==> config.mk <==
export PLATFORM = sky130hd
export DESIGN_NAME = if_fetch_ctrl
export DESIGN_NICKNAME = d
export VERILOG_FILES = /design/src/rtl/if_fetch_ctrl.sv
export SDC_FILE = /design/constraint.sdc
export NUM_CORES = 1
export LEC_CHECK = 0
export CORE_MARGIN = 3
export CORE_UTILIZATION = 50
export DETAILED_ROUTE_END_ITERATION = 6
export PLACE_DENSITY_LB_ADDON = 0.1
export SLEW_MARGIN = 0
export SYNTH_ARGS = -nofsm -noshare
export SYNTH_HDL_FRONTEND = slang
export SYNTH_SLANG_ARGS = --single-unit
==> constraint.sdc <==
create_clock -name clk_im -period 7.2 [get_ports clk_im]
set_clock_uncertainty 0.2 [all_clocks]
set_input_delay 1.08 -clock clk_im [delete_from_list [all_inputs] [get_ports clk_im]]
set_output_delay 1.08 -clock clk_im [all_outputs]
set_load 0.02 [all_outputs]
**PDN straps and rails**

The bar under the picture is 20 um long. Pins as bars on the die edge. Tap cells in gray.
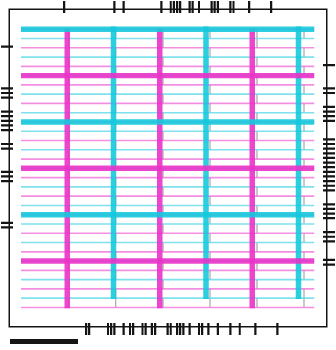
cyan -> VDD
magenta -> VSS
met1 rails = 31
signal pins = 88
rows = 30
met5 straps = 6
height of the die: 92.7 um
core area: 7020 sq um

**Placement by cell class**

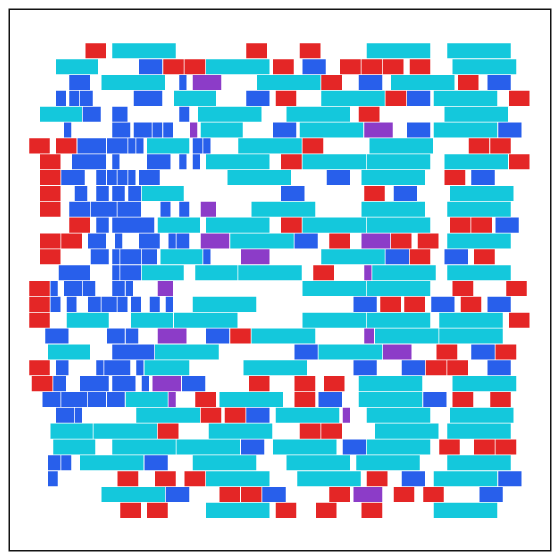
cyan -> flip-flops  # cells 93, share of their area 55%
red -> other buffers and delay cells  # cells 87, share of their area 18%
purple -> clock drivers and dummy loads  # cells 16, share of their area 3.4%
blue -> all other logic  # cells 127, share of their area 23%
fin area: 4850 sq um
Util after Layout: 69.1%
count of standard-cell rows: 30

**Clock distribution**

The bar under the picture is 20 um long.
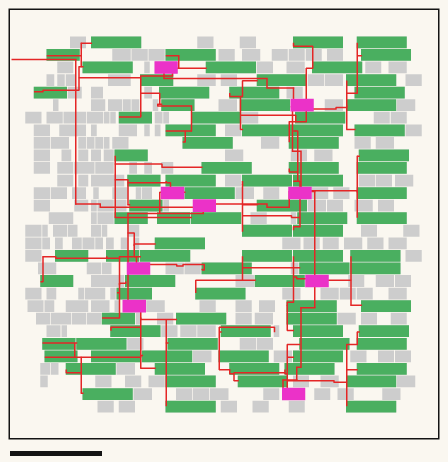
red -> clock wires  # length 963 um
green -> flip-flops  # count 93
magenta -> cells driving clock nets  # count 9
routed clock nets = 10
flops lie = widely spread
clock latency on the worst-skew pair: 350 ps
Clk pwr share: 29.8%
P_clk: 0.000289 W

==> reports/metrics.json <==
{
  "cts_tree": "built",
  "final_period_minus_worst_setup_slack_ps": 4460,
  "tool_warnings": 26,
  "leakage_nw": 1.66,
  "cts-buffers-inserted": 9,
  "number_of_global_route_vias_before_repair": 2219,
  "top_cell_area_share_pct": 60.7,
  "floorplan.io_pins": 88,
  "ctsHoldBuffers": 0,
  "synthesis.instances": 230,
  "worst_ep_required_time_ps": 5920,
  "gp_routability_congestion": 0.876,
  "flow.area_growth_from_synthesis_pct": 29.2,
  "floorplan.core_util_pct": 53.5,
  "cts.root.buffer_cell": "sky130_fd_sc_hd__clkbuf_8",
  "clock.fmax_mhz": 224,
  "syn_area_per_cell_sq_um": 16.3,
  "largest_register_ff_count": 64,
  "grt_start_max_net_pins": 39,
  "grt_pass1_wl_mm": 10.7,
  "result_of_the_run": "completed",
  "power.density_nw_per_um2": 200,
  "cts-htree-levels": 3,
  "timing.critical_path.to_type": "output pin",
  "ir_worst_vdd_v": 0.000119,
  "number_of_failing_hold_endpoints_at_the_final_stage": 0,
  "synth.area.top_cells": "sky130_fd_sc_hd__edfxtp_1, sky130_fd_sc_hd__mux2_2, sky130_fd_sc_hd__dfxtp_1",
  "final.period_utilization_pct": 61.9,
  "most-common-layout-cells": "sky130_fd_sc_hd__clkdlybuf4s50_1, sky130_fd_sc_hd__edfxtp_1, sky130_fd_sc_hd__mux2_2",
  "grt.total_usage_pct": 16.2,
  "cts_setup_buffers": 0,
  "drt_iter0_markers": 104,
  "floorplan.die_area_sq_um": 8590,
  "drv_slew": 0,
  "worstRegToRegCells": 11,
  "number_of_flops_mapped_to_enable_cells_by_yosys": 76,
  "io_buffer_count": 87,
  "grt_setup_unrepaired": "no",
  "max_slew.worst_pin.slew_ps": 1140,
  "layout_top_cell_excl_fill_tap": "sky130_fd_sc_hd__clkdlybuf4s50_1",
  "insertedDiodeCount": 0,
  "cts_sinks": 93,
  "place.detailed.hpwl_mm": 4.33,
  "grt_antenna_before_repair": 0,
  "postSynthSeqShare_pct": 69.8,
  "viasPerCell": 5.13,
  "finalSetupTns_ps": 0,
  "yosysTopAreaCell": "sky130_fd_sc_hd__edfxtp_1",
  "ctsLongestPathBuffers": 2,
  "hold_path_depth": 0,
  "final_net_count": 365,
  "post-route-drc-count": 0,
  "max_cap_viols": 0,
  "most_crowded_layer_after_global_routing": "met2",
  "timing.slew.headroom_pct": 23.9,
  "final_layout_size_suffix_gt1_share_pct": 20.7,
  "yosys_cells": 230
}
[critical path: stages]
cell and delay, ps:
sky130_fd_sc_hd__clkdlybuf4s50_1 770, sky130_fd_sc_hd__and2_4 330, sky130_fd_sc_hd__mux2_4 320, sky130_fd_sc_hd__nand2_2 90, sky130_fd_sc_hd__inv_1 60, sky130_fd_sc_hd__clkdlybuf4s50_1 530
[metal layers]
layer  vias up  routed length, um
met5         -                  0
met4         0                 70
met3         8                311
met2        65               3340
met1      1050               2870
li1       1027                  -
[cell families (layout without fill, tap and decap cells)]
family / count (synthesis) / count (layout) / share of synthesized area (%)
flip-flops: 93 / 93 / 69.8
XOR/XNOR: 9 / 9 / 2.10
AND/OR/NAND/NOR: 41 / 41 / 6.23
AND-OR/OR-AND: 20 / 20 / 3.60
adder cells (fa/ha/maj): 4 / 4 / 1.53
buffers and inverters: 15 / 108 / 2.36
multiplexers: 48 / 48 / 14.4
[metrics by stage]
step | setup WS [ps] | total power, W | hold slack, ps | std cells | cell area, sq um
final | 2740 | 0.000970 | 261 | 419 | 4850
after global routing | 2570 | 0.00101 | 286 | 419 | 4850
after floorplan | 3410 | 0.000650 | 225 | 230 | 3760
after global placement | 2740 | 0.000692 | 235 | 403 | 4690
after detailed placement | 2760 | 0.000693 | 244 | 403 | 4690
after CTS | 2740 | 0.000977 | 262 | 419 | 4850
[synthesized netlist by cell type, types with 4 or more instances]
cell type and number:
sky130_fd_sc_hd__a21oi_1 7, sky130_fd_sc_hd__edfxtp_1 76, sky130_fd_sc_hd__xor2_1 4, sky130_fd_sc_hd__mux2i_1 5
sky130_fd_sc_hd__nand3_1 5, sky130_fd_sc_hd__nand2_1 11, sky130_fd_sc_hd__nor2_1 6, sky130_fd_sc_hd__dfxtp_1 17
sky130_fd_sc_hd__mux2_2 41, sky130_fd_sc_hd__buf_2 4, sky130_fd_sc_hd__o21ai_1 4, sky130_fd_sc_hd__xnor2_1 5
sky130_fd_sc_hd__inv_1 4
[layout make-up]
type	instances	area, sq um
flip-flops and latches	93	2620
clock inverters	5	27.5
well taps	96	120
inverters	5	18.8
multi-input cells	122	1060
repair buffers	87	871
clock buffers	11	131
fillers	517	2170
[report_power, final]
part	total, W	switching (W)	internal, W
sequential	0.000597	0.00000611	0.000591
clock	0.000289	0.000166	0.000123
combinational	0.0000839	0.0000366	0.0000473
total	0.000970	0.000209	0.000761
Power figures rest on the tool's default switching activity, not on a simulated workload.
